`src/rtl/branch_ctrl_pkg.sv`:
```
// Shared encodings for the branch/jump sub-sequencer and the main control unit.
package branch_ctrl_pkg;

  localparam int OP_W     = 6;
  localparam int LINK_REG = 31;

  typedef enum logic [2:0] {
    IDLE     = 3'd0,
    BR_ADDR  = 3'd1,
    BR_CMP   = 3'd2,
    JAL_LINK = 3'd3,
    J_WR     = 3'd4,
    JR_WR    = 3'd5,
    DONE     = 3'd6,
    ILLEGAL  = 3'd7
  } state_e;

  localparam logic [OP_W-1:0] OP_RTYPE = 6'h00;
  localparam logic [OP_W-1:0] OP_J     = 6'h02;
  localparam logic [OP_W-1:0] OP_JAL   = 6'h03;
  localparam logic [OP_W-1:0] OP_BEQ   = 6'h04;
  localparam logic [OP_W-1:0] OP_BNE   = 6'h05;
  localparam logic [OP_W-1:0] OP_BLE   = 6'h06;
  localparam logic [OP_W-1:0] OP_BGT   = 6'h07;
  localparam logic [OP_W-1:0] FUNCT_JR = 6'h08;

  localparam logic [1:0] PCSRC_ALU    = 2'd0;
  localparam logic [1:0] PCSRC_ALUOUT = 2'd1;
  localparam logic [1:0] PCSRC_JUMP   = 2'd2;

  localparam logic [1:0] ALUB_REG       = 2'd0;
  localparam logic [1:0] ALUB_FOUR      = 2'd1;
  localparam logic [1:0] ALUB_SEXT      = 2'd2;
  localparam logic [1:0] ALUB_SEXT_SHL2 = 2'd3;

  localparam logic [2:0] ALUOP_PASS_A = 3'd0;
  localparam logic [2:0] ALUOP_ADD    = 3'd1;
  localparam logic [2:0] ALUOP_SUB    = 3'd2;

endpackage

```
`src/rtl/branch_ctrl_decode.sv`:
```
// Maps an opcode/funct pair to the first state of its branch/jump sequence.
module branch_ctrl_decode
  import branch_ctrl_pkg::*;
(
  input  logic [OP_W-1:0] opcode_i,
  input  logic [OP_W-1:0] funct_i,
  output state_e          next_o
);

  always_comb begin
    next_o = ILLEGAL;
    case (opcode_i)
      OP_BEQ, OP_BNE, OP_BLE, OP_BGT: next_o = BR_ADDR;
      OP_J:                           next_o = J_WR;
      OP_JAL:                         next_o = JAL_LINK;
      OP_RTYPE: if (funct_i == FUNCT_JR) next_o = JR_WR;
      default:                        next_o = ILLEGAL;
    endcase
  end

endmodule

```
`src/rtl/branch_ctrl.sv`:
```
// Branch/jump sub-sequencer (Moore FSM) of the multicycle control unit.
// Optional branch statistics counters are enabled with BRANCH_CTRL_STATS_EN.
module branch_ctrl
  import branch_ctrl_pkg::*;
(
  input  logic            clk,
  input  logic            reset_n,
  input  logic            start,
  input  logic [OP_W-1:0] opcode,
  input  logic [OP_W-1:0] funct,
`ifdef BRANCH_CTRL_STATS_EN
  input  logic            zero,
  input  logic            gt,
  input  logic            clr_stats,
  output logic [15:0]     br_count,
  output logic [15:0]     taken_count,
`endif
  output logic            busy,
  output logic            done,
  output logic            illegal,
  output logic            pc_write,
  output logic            pc_write_cond,
  output logic            eq_or_ne,
  output logic            gt_or_lt,
  output logic [1:0]      pc_source,
  output logic            alu_src_a,
  output logic [1:0]      alu_src_b,
  output logic [2:0]      alu_op,
  output logic            aluout_write,
  output logic            reg_write,
  output logic            reg_dst_link,
  output logic            mem_to_reg_pc
);

  state_e          state_q, state_d, decode_next;
  logic [OP_W-1:0] opcode_q, opcode_d;
  logic [OP_W-1:0] funct_q, funct_d;

  // funct is only needed at decode time; the latched copy is kept for the main FSM's view.
  logic unused_funct;
  assign unused_funct = ^funct_q;

  branch_ctrl_decode u_decode (
    .opcode_i (opcode),
    .funct_i  (funct),
    .next_o   (decode_next)
  );

  always_ff @(posedge clk or negedge reset_n) begin
    if (!reset_n) begin
      state_q  <= IDLE;
      opcode_q <= '0;
      funct_q  <= '0;
    end else begin
      state_q  <= state_d;
      opcode_q <= opcode_d;
      funct_q  <= funct_d;
    end
  end

  always_comb begin
    state_d  = state_q;
    opcode_d = opcode_q;
    funct_d  = funct_q;
    case (state_q)
      IDLE: if (start) begin
        state_d  = decode_next;
        opcode_d = opcode;
        funct_d  = funct;
      end
      BR_ADDR:  state_d = BR_CMP;
      BR_CMP:   state_d = DONE;
      JAL_LINK: state_d = J_WR;
      J_WR:     state_d = DONE;
      JR_WR:    state_d = DONE;
      DONE:     state_d = IDLE;
      ILLEGAL:  state_d = IDLE;
      default:  state_d = IDLE;
    endcase
  end

  always_comb begin
    busy          = (state_q != IDLE);
    done          = 1'b0;
    illegal       = 1'b0;
    pc_write      = 1'b0;
    pc_write_cond = 1'b0;
    eq_or_ne      = 1'b0;
    gt_or_lt      = 1'b0;
    pc_source     = PCSRC_ALU;
    alu_src_a     = 1'b0;
    alu_src_b     = ALUB_REG;
    alu_op        = ALUOP_PASS_A;
    aluout_write  = 1'b0;
    reg_write     = 1'b0;
    reg_dst_link  = 1'b0;
    mem_to_reg_pc = 1'b0;
    case (state_q)
      BR_ADDR: begin
        alu_src_b    = ALUB_SEXT_SHL2;
        alu_op       = ALUOP_ADD;
        aluout_write = 1'b1;
      end
      // bne inverts the Zero test, ble inverts the Gt test; beq/bgt use them directly.
      BR_CMP: begin
        alu_src_a     = 1'b1;
        alu_op        = ALUOP_SUB;
        pc_source     = PCSRC_ALUOUT;
        pc_write_cond = 1'b1;
        eq_or_ne      = (opcode_q == OP_BNE);
        gt_or_lt      = (opcode_q == OP_BLE);
      end
      JAL_LINK: begin
        reg_write     = 1'b1;
        reg_dst_link  = 1'b1;
        mem_to_reg_pc = 1'b1;
      end
      J_WR: begin
        pc_source = PCSRC_JUMP;
        pc_write  = 1'b1;
      end
      JR_WR: begin
        alu_src_a = 1'b1;
        pc_write  = 1'b1;
      end
      DONE:    done = 1'b1;
      ILLEGAL: begin
        done    = 1'b1;
        illegal = 1'b1;
      end
      default: ;
    endcase
  end

`ifdef BRANCH_CTRL_STATS_EN
  logic [15:0] br_count_q, br_count_d;
  logic [15:0] taken_count_q, taken_count_d;
  logic        taken;

  // Clear wins over counting; both counters stick at all-ones.
  always_comb begin
    taken = ((opcode_q == OP_BEQ) || (opcode_q == OP_BNE)) ? (eq_or_ne ? ~zero : zero)
                                                           : (gt_or_lt ? ~gt : gt);
    br_count_d    = br_count_q;
    taken_count_d = taken_count_q;
    if (clr_stats) begin
      br_count_d    = '0;
      taken_count_d = '0;
    end else if (state_q == BR_CMP) begin
      if (br_count_q != 16'hFFFF) br_count_d = br_count_q + 16'd1;
      if (taken && (taken_count_q != 16'hFFFF)) taken_count_d = taken_count_q + 16'd1;
    end
  end

  always_ff @(posedge clk or negedge reset_n) begin
    if (!reset_n) begin
      br_count_q    <= '0;
      taken_count_q <= '0;
    end else begin
      br_count_q    <= br_count_d;
      taken_count_q <= taken_count_d;
    end
  end

  assign br_count    = br_count_q;
  assign taken_count = taken_count_q;
`endif

endmodule

```
`config.mk`:
```
export PLATFORM = sky130hd
export DESIGN_NAME = branch_ctrl
export DESIGN_NICKNAME = d
export VERILOG_FILES = /design/src/rtl/branch_ctrl_pkg.sv /design/src/rtl/branch_ctrl_decode.sv /design/src/rtl/branch_ctrl.sv
export SDC_FILE = /design/constraint.sdc
export NUM_CORES = 1
export LEC_CHECK = 0
export CAP_MARGIN = 15
export CORE_UTILIZATION = 29
export DETAILED_ROUTE_END_ITERATION = 8
export GPL_TIMING_DRIVEN = 1
export PLACE_DENSITY = 0.65
export SYNTH_ARGS = -nofsm -noshare
export SYNTH_HDL_FRONTEND = slang
export SYNTH_HIERARCHICAL = 1
export SYNTH_SLANG_ARGS = --single-unit
```
`constraint.sdc`:
```
create_clock -name clk -period 3.4 [get_ports clk]
set_input_delay 0.68 -clock clk [delete_from_list [all_inputs] [get_ports clk]]
set_output_delay 0.68 -clock clk [all_outputs]
set_load 0.01 [all_outputs]
```
==> run_1/gate_families.png <==
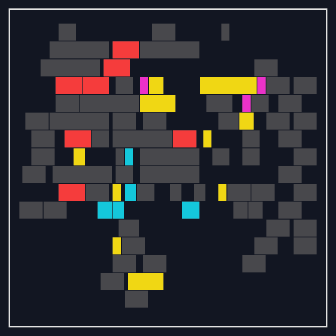
family	color	cells	most used
NOR gates	yellow	10	nor2_1
inverters	magenta	3	inv_1
multiplexers	red	7	mux2_2
NAND gates	cyan	5	nand3_1
combinational fraction of the cell area: 0.336
leading cell type in the layout, fill and taps excluded: sky130_fd_sc_hd__clkdlybuf4s50_1
Layout Cells excl Fill: 113

==> run_1/clock_map.png <==
The bar under the picture is 10 um long.
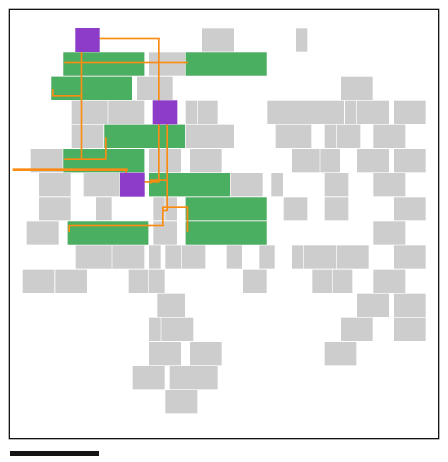
[cells driving clock nets] purple | count: 3
[clock wires] orange | length: 111 um
[flip-flops] green | count: 9
routed clock nets	4
clock network fraction of total power: 0.130
P_clk: 80.3 uW
Clock Skews: 0.00190 ns
clk latency late pin: 0.25 ns

==> run_1/final_clocks.png <==
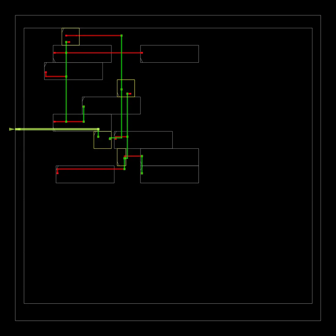
flip-flop and latch count: 9
CTS buffer count: 3
clock tree sinks: 9
number of clock buffers in the layout: 4

==> run 1: stage by stage <==
| stage | hold slack [ns] | instances |
|---|---|---|
| after floorplan | 0.384 | 59 |
| after global placement | 0.484 | 109 |
| after detailed placement | 0.493 | 109 |
| after CTS | 0.507 | 113 |
| after global routing | 0.519 | 113 |
| final | 0.506 | 113 |
==> run 1: report_power, final <==
group          leakage, uW  internal [uW]  switching (uW)
combinational     0.000261            204             114
sequential        0.000108            159            59.6
clock            0.0000150           45.1            35.2
total             0.000384            407             209
==> run 1: layer usage <==
| metal | up-vias | share of wire | wire length, um |
|---|---|---|---|
| li1 | 248 | - | - |
| met1 | 232 | 0.44 | 540 |
| met2 | 27 | 0.48 | 585 |
| met3 | 0 | 0.076 | 93 |
| met4 | 0 | 0 | 0 |
| met5 | - | 0 | 0 |
==> run 1: registers in the layout, indices dropped and copies added (netlist names) <==
name      flops
opcode_q      6
state_q       3
==> run 1: cells by family after synthesis <==
logic type             after synthesis  synth area share
AND/OR/NAND/NOR                     25             0.317
buffers and inverters               12             0.135
flip-flops                           9             0.363
multiplexers                         7             0.125
AND-OR/OR-AND                        5            0.0544
other                                1           0.00604
==> run 1: worst max path at each step <==
stage | cells past startpoint | to | slack (ns) | start
final | 3 | eq_or_ne | 0.68 | state_q[1]
after global routing | 3 | gt_or_lt | 0.54 | state_q[1]
after CTS | 3 | gt_or_lt | 0.65 | state_q[1]
after detailed placement | 3 | gt_or_lt | 0.92 | state_q[1]
after global placement | 3 | eq_or_ne | 0.98 | state_q[0]
after floorplan | 3 | gt_or_lt | 1.36 | state_q[0]
==> run 1: layout make-up <==
cell class | instances | area (um^2)
repair buffers | 32 | 320
multi-input cells | 38 | 312
flip-flops and latches | 9 | 225
fillers | 181 | 1050
well taps | 27 | 33.8
clock buffers | 4 | 26.3
inverters | 3 | 11.3
==> run 1: worst reg2reg max path, delay by kind of cell, from the launching register on <==
kind	cells	cell delay (ns)
muxes	1	0.39
and+or+nand+nor	1	0.54
DFF	1	0.49
==> GITHUB_STEP_SUMMARY, run 1 <==
## Synthesis and layout report

| Metric | Value |
|---|---|
| Drt via density | `4.49` |
| Global placement routability congestion | `0.713` |
| Endpoint of the worst hold path | `opcode_q[4]` |
| Initial cell density of the core | `0.313` |
| Sum of internal, switching and leakage power | `616 uW` |
| Library cell with the highest instance count after synthesis | `sky130_fd_sc_hd__dfrtp_1` |
| Arrival time at the worst endpoint | `2.04 ns` |
| Total die size | `2330 um^2` |
| Highest cell delay on the worst timing path | `0.58 ns` |
| Total buffers and inverters traversed by the critical path | `1` |
| Die boundary width | `48.3 um` |
| Top cell types by occurrence after synthesis | `sky130_fd_sc_hd__dfrtp_1 (9), sky130_fd_sc_hd__buf_4 (6), sky130_fd_sc_hd__mux2_2 (6), sky130_fd_sc_hd__nor2_1 (4), sky130_fd_sc_hd__inv_1 (3)` |
| Largest fanout of any net on the critical path | `10` |
| Buffers added on ports | `32` |
| Starting DRT DRC Count | `7` |
| Final sum of negative setup slack | `0 ns` |
| Result of the run | `finished, final reports clean` |
| List of cells traversed by the critical path | `or3b_4 > nor4b_2 > clkdlybuf4s50_1` |
| Slowest cell on the critical path | `sky130_fd_sc_hd__clkdlybuf4s50_1` |
| Residual overflow from global routing | `0` |
| Final Max Slew Viols | `0` |
| Mean area per synthesized cell | `10.5 um^2` |
| Pin count of the biggest net entering global routing | `12` |
| Met3 GRT Util | `0.0259` |
| Critical path's top delay family | `simple AND/OR/NAND/NOR gates` |
| Post-CTS setup buffers | `0` |
| Max Freq | `367 MHz` |
| Synth flops | `9` |
| H-tree lvl count | `1` |
| Final number of hold-violating endpoints | `0` |
| Critical path capture point type | `primary output` |
| Post-Route WL | `1.22 mm` |
| Top cell type's share of synthesized area | `0.363` |
| Clock input transition at the sequential cells of the worst setup and hold paths | `0.06 ns` |
| Mapped Area | `621 um^2` |
| Cells resized by post-CTS repair | `0` |
| DRC violations left | `0` |
| # Cells Yosys | `59` |
| Crit path DRT | `2.72 ns` |
| Max-cap violation count | `0` |
| Post-synthesis instance total | `59` |
| Count of unique library cells instantiated by Yosys | `29` |
| Fraction of layout cells with a size suffix above 1 | `0.221` |
| Standard cell area after detailed placement | `902 um^2` |
| Number of rows in the core area | `16` |
| Die y size | `48.3 um` |
| Post-synth ARST share | `1.00` |
| Leading register cell type out of synthesis | `sky130_fd_sc_hd__dfrtp_1` |
==> inputs of run 2 (changes only) <==
- PLACE_DENSITY: 0.65 -> 0.67
- clock period: 3.4 -> 2.24 ns (I/O delays scaled with it)
==> run_2/clock_map.png <==
The bar under the picture is 10 um long.
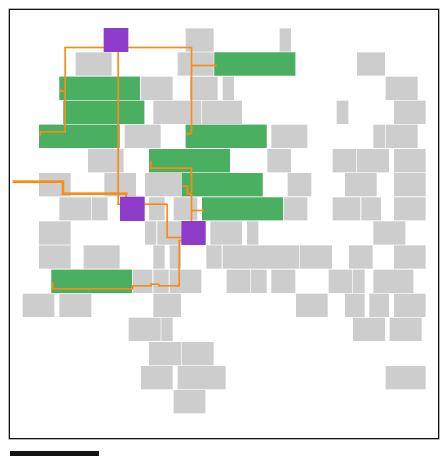
P_clk: 126 uW
clk latency late pin: 0.26 ns
Clock Skews: 0.000981 ns

==> GITHUB_STEP_SUMMARY, run 2 <==
## Synthesis and layout report

| Metric | Value |
|---|---|
| Clock input transition at the sequential cells of the worst setup and hold paths | `0.06 ns` |
| Final worst setup slack | `0.0801 ns` |
| Pin count of the biggest net entering global routing | `11` |
| Die boundary width | `48.3 um` |
| Max Freq | `463 MHz` |
| Initial cell density of the core | `0.313` |
| Total power per unit cell area | `1010 nW/um^2` |
| Switching component of the power | `334 uW` |
| Hold Worst Slack | `0.477 ns` |
| Top cell type's share of synthesized area | `0.363` |
| Max-cap violation count | `0` |
| Mapped Area | `621 um^2` |
| Global placement routability congestion | `0.705` |
| Cell count after placement | `112` |
| H-tree lvl count | `1` |
| Post-synthesis instance total | `59` |
| Buffers added on ports | `32` |
| CTS buffer count | `3` |
| Total die size | `2330 um^2` |
| Arrival time at the worst endpoint | `1.71 ns` |
| Result of the run | `finished, final reports clean` |
| Standard cell area after detailed placement | `925 um^2` |
| Clock tree sinks | `9` |
| Clock network fraction of total power | `0.130` |
| Switching share of power | `0.344` |
| Leading register cell type out of synthesis | `sky130_fd_sc_hd__dfrtp_1` |
| Post-synth ARST share | `1.00` |
| Fraction of power consumed by sequential logic | `0.295` |
| Register bank with the most flops | `opcode_q` |
| Library cell with the highest instance count after synthesis | `sky130_fd_sc_hd__dfrtp_1` |
| Final number of hold-violating endpoints | `0` |
| Layout Cells excl Fill | `116` |
| Synth flops | `9` |
| Residual overflow from global routing | `0` |
| Max reg flops | `6` |
| Number of rows in the core area | `16` |
| Registers with the most flip-flops | `opcode_q x6, state_q x3` |
| Crit path DRT | `1.79 ns` |
| Final Max Slew Viols | `0` |
| Drt via density | `4.55` |
| Top cell types by occurrence after synthesis | `sky130_fd_sc_hd__dfrtp_1 (9), sky130_fd_sc_hd__buf_4 (6), sky130_fd_sc_hd__mux2_2 (6), sky130_fd_sc_hd__nor2_1 (4), sky130_fd_sc_hd__inv_1 (3)` |
| # Cells Yosys | `59` |
| Count of unique library cells instantiated by Yosys | `29` |
==> run_2/registers.png <==
Other cells in gray.
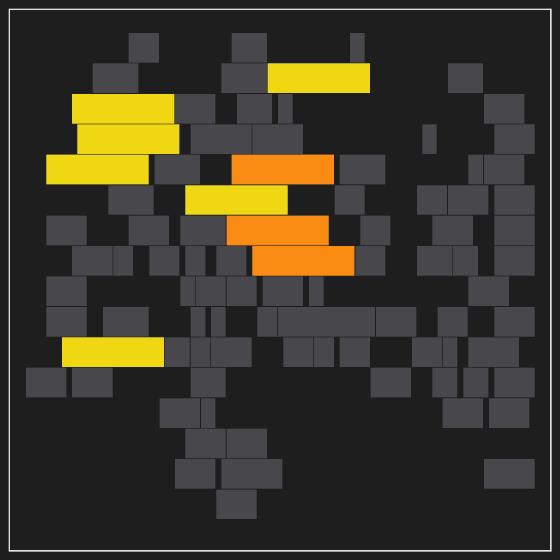
signal	color	placed flops
state_q	orange	3
opcode_q	yellow	6

## run 2: cell count changes in the layout (fill, tap and decap cells not counted)
cell                              previous run  this run
sky130_fd_sc_hd__clkdlybuf4s50_1            32        27
sky130_fd_sc_hd__nor4_2                      0         1
sky130_fd_sc_hd__dlymetal6s2s_1              0         2
sky130_fd_sc_hd__nor4_1                      1         0
sky130_fd_sc_hd__dlygate4sd2_1               0         3
sky130_fd_sc_hd__buf_4                       0         3
## run 2: worst paths after layout
check / startpoint / to / cells after the start
max: opcode_q[3] / eq_or_ne / 3
min: reset_n / opcode_q[2] / 1
max reg2reg: state_q[0] / opcode_q[3] / 3
min reg2reg: opcode_q[5] / opcode_q[5] / 1
max in group asynchronous: reset_n / opcode_q[0] / 1
min in group clk: opcode_q[5] / opcode_q[5] / 1
## run 2: routing by layer
| metal | vias to the layer above | global-route usage | share of wire | wire [um] |
|---|---|---|---|---|
| met3 | 0 | 0.0296 | 0.075 | 96 |
| met1 | 242 | 0.138 | 0.44 | 566 |
| met2 | 25 | 0.205 | 0.48 | 620 |
| li1 | 261 | - | - | - |
| met5 | - | 0 | 0 | 0 |
| met4 | 0 | 0.0500 | 0 | 0 |
## run 2: stage by stage
stage	power (uW)	util
after floorplan	633	-
after global placement	846	0.467
after detailed placement	859	0.467
after CTS	980	0.478
after global routing	1050	0.484
final	971	0.484
## run 2: logic make-up after synthesis
kind of cell	Yosys count	synth area share
and+or+nand+nor	25	0.317
buffers and inverters	12	0.135
DFF	9	0.363
muxes	7	0.125
AOI/OAI and AO/OA	5	0.0544
other	1	0.00604
## run 2: layout make-up
cell class | count | area (um^2) | share of cell area
repair buffers | 35 | 344 | 0.359
multi-input cells | 38 | 318 | 0.332
flip-flops and latches | 9 | 225 | 0.235
well taps | 27 | 33.8 | 0.0352
clock buffers | 4 | 26.3 | 0.0274
inverters | 3 | 11.3 | 0.0117
## run 2: what timing repair did
item / in CTS / in global routing
endpoints found under the setup margin: 3 / 3
gates resized: 3 / 3
endpoints found under the hold margin: 0 / 0
## run 2: power groups by stage
| stage | clock network [uW] | logic, uW | registers, uW |
|---|---|---|---|
| after CTS | 131 | 564 | 285 |
| final | 126 | 558 | 287 |
| after global routing | 141 | 612 | 292 |
| after floorplan | 0 | 359 | 274 |
| after detailed placement | 0 | 571 | 288 |
| after global placement | 0 | 564 | 282 |
## run 2: worst max-delay path: stages, from the launching register on
cell	delay (ns)
sky130_fd_sc_hd__dfrtp_1	0.37
sky130_fd_sc_hd__or4b_1	0.57
sky130_fd_sc_hd__nor4b_2	0.22
sky130_fd_sc_hd__dlygate4sd2_1	0.29
No activity file was given, so power comes from the tool's default toggle rates.
